**M1 wires**

Scale bar: 20 um. Supply wires on this layer in gray.
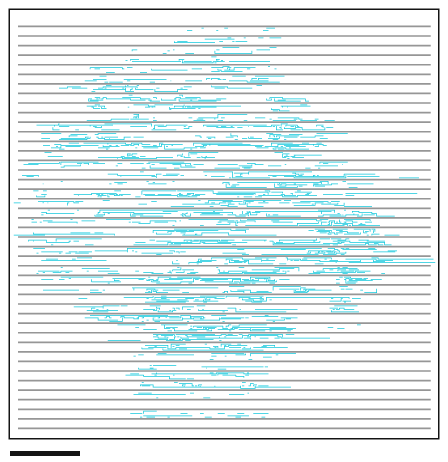
**The metal 2 layer**

Cells faint in the background.
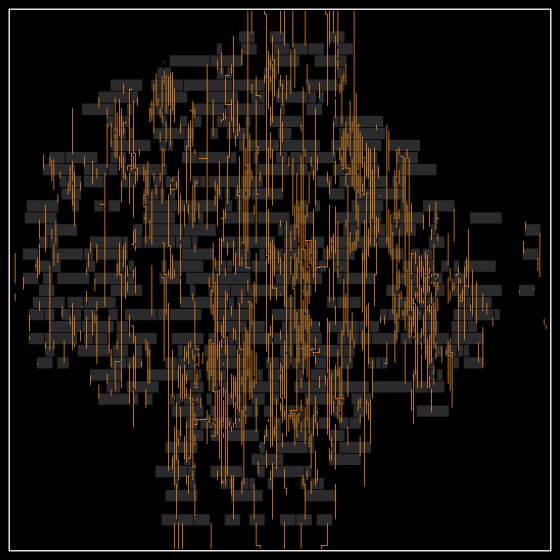
**Metal 3**

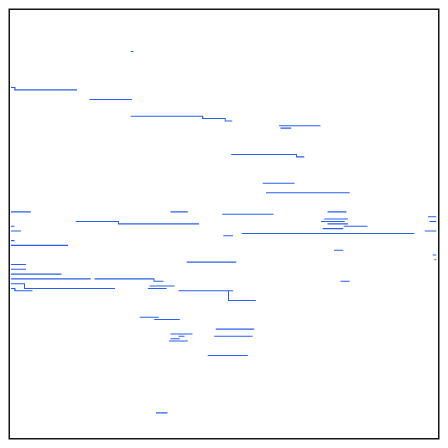
**Met4 routing**

Supply wires on this layer in gray.
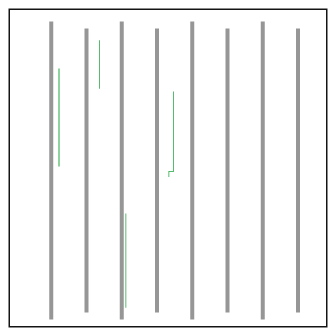
==> config.mk <==
export PLATFORM = sky130hd
export DESIGN_NAME = ssd1306_spi_responder
export DESIGN_NICKNAME = d
export VERILOG_FILES = /design/src/rtl/ssd1306_spi_responder_pkg.sv /design/src/rtl/ssd1306_spi_responder_spi_byte_rx.sv /design/src/rtl/ssd1306_spi_responder.sv
export SDC_FILE = /design/constraint.sdc
export NUM_CORES = 1
export LEC_CHECK = 0
export CAP_MARGIN = 20
export CORE_MARGIN = 2
export CORE_UTILIZATION = 30
export DETAILED_ROUTE_END_ITERATION = 8
export SLEW_MARGIN = 5
export SYNTH_ARGS = -nofsm -noshare
export SYNTH_HDL_FRONTEND = slang
export SYNTH_SLANG_ARGS = --single-unit
==> constraint.sdc <==
create_clock -name clk -period 2.4 [get_ports clk]
set_input_delay 0.36 -clock clk [delete_from_list [all_inputs] [get_ports clk]]
set_output_delay 0.36 -clock clk [all_outputs]
set_load 0.01 [all_outputs]
==> impl_metrics.csv <==
group,metric,value,unit
outcome,result_of_the_run,"finished clean",
cts,cts_root_buf,"clkbuf_16",
routing,maxUsedRoutingLayer,"met4",
yosys,synthDominantCellAreaShare,47.7,%
yosys,post-synth-top-area-cell,"dfxtp_1",
layout,syn2layout_area_growth,22.2,%
layout,finalNetCount,526,
critical_path,worst_setup_path_start_kind,"flip-flop",
global_route,number_of_antenna_violations_at_the_first_check_in_global_routing,0,
critical_path,worst-setup-path-type,"reg -> reg",
timing,setup-violations-final,0,
global_route,grt.overflow.total,0,
layout,area.share.combinational,40.0,%
die,tapCellCount,176,
min_path,holdCritPathClass,"reg -> reg",
die,floorplan_core_density,31.0,%
die,die_w,122,um
layout,biggestCellCategory,"multi-input combinational cells",
layout,nonClockBufferCount,53,
routing,wire_per_inst,14.4,um
yosys,post-synth-top-count-cell,"dfxtp_1",
power_and_ir_drop,clock_power_share,46.3,%
timing,final.min_clock_period,2.22,ns
layout,seqCellArea,1980,sq um
power_and_ir_drop,p_switching,697,uW
power_and_ir_drop,seq_power_share,51.8,%
critical_path,reg2regPathDepth,5,
cts,cts.hold.buffers_added,0,
routing,first_iter_violations,216,
critical_path,data_arrival_critical_path,2.46,ns
min_path,min_path_cells,1,
global_route,gr_usage_total,14.2,%
global_route,grt_pass1_wl,16.6,mm
cts,cts_max_path_buffers,2,
layout,flop-count,99,
yosys,ys_seq_share,47.7,%
critical_path,r2r_slack,0.18,ns
layout,non_clock_inverter_total_of_the_final_layout,8,
cts,clkTransAtPathRegs,0.07,ns
timing,report.final.hold_viol_count,0,
Back to the opening pictures, 'M1 wires':
main direction	horizontal
wire length on this layer	4590 um
longest straight run	55.2 um
share of all routed wire	46%
via count: 3353
met1 Resource Use GR: 18.5%
post-detailed-routing wire length: 9.95 mm

Back to the opening pictures, 'the metal 2 layer':
main direction	vertical
share of all routed wire	47%
longest straight run	59.8 um
wire length on this layer	4710 um
nets with wire on the layer	414
M2 GR Usage: 23.2%

Back to the opening pictures, 'metal 3':
longest straight run	48.8 um
share of all routed wire	5.2%
GR Layer Usage met3: 3.84%

Back to the opening pictures, 'met4 routing':
wire length on this layer	126 um
main direction	vertical
longest straight run	37.4 um
share of all routed wire	1.3%

logic make-up (layout without fill, tap and decap cells):
family / count (synthesis) / in the layout / share of synthesized area (%)
DFF: 99 / 99 / 47.7
adders and majority gates: 9 / 9 / 2.71
and+or+nand+nor: 203 / 203 / 23.6
muxes: 32 / 32 / 7.75
AOI/OAI and AO/OA: 82 / 82 / 12.1
buffers and inverters: 38 / 77 / 3.44
xor gates and xnor gates: 13 / 13 / 2.74
power by group through the flow:
stage | sequential (uW) | clock (uW) | combinational [uW]
5_1_grt | 1660 | 1590 | 69.6
4_1_cts | 1650 | 1520 | 65.1
3_3_place_gp | 1690 | 0 | 64.4
3_5_place_dp | 1690 | 0 | 65.1
2_1_floorplan | 1690 | 0 | 36.3
6_report | 1650 | 1480 | 63.6
metrics by stage:
stage / worst slack (ns) / total power, uW
final: 0.179 / 3200
after global routing: 0.0969 / 3310
after CTS: 0.213 / 3240
after detailed placement: 0.249 / 1760
after global placement: 0.409 / 1760
after floorplan: 0.495 / 1730
cells in the final DEF (no fill, tap or decap), drive strengths merged, types with 13 or more instances in the layout:
| master | Yosys | final |
|---|---|---|
| dfxtp | 99 | 99 |
| buf | 2 | 17 |
| mux2i | 31 | 31 |
| nor2b | 14 | 14 |
| a21oi | 38 | 38 |
| clkdlybuf4s50 | 0 | 36 |
| nand2 | 87 | 87 |
| nor2 | 31 | 31 |
| o21ai | 13 | 13 |
| nand3 | 23 | 23 |
worst max-delay path, cell delays in order, from the launching register on:
cell and delay, ns:
dfxtp_1 0.62, and4b_1 0.25, o311a_1 0.34, a211oi_2 0.44, a21oi_1 0.18, o32ai_1 0.29
Power and IR drop assume default switching activity.
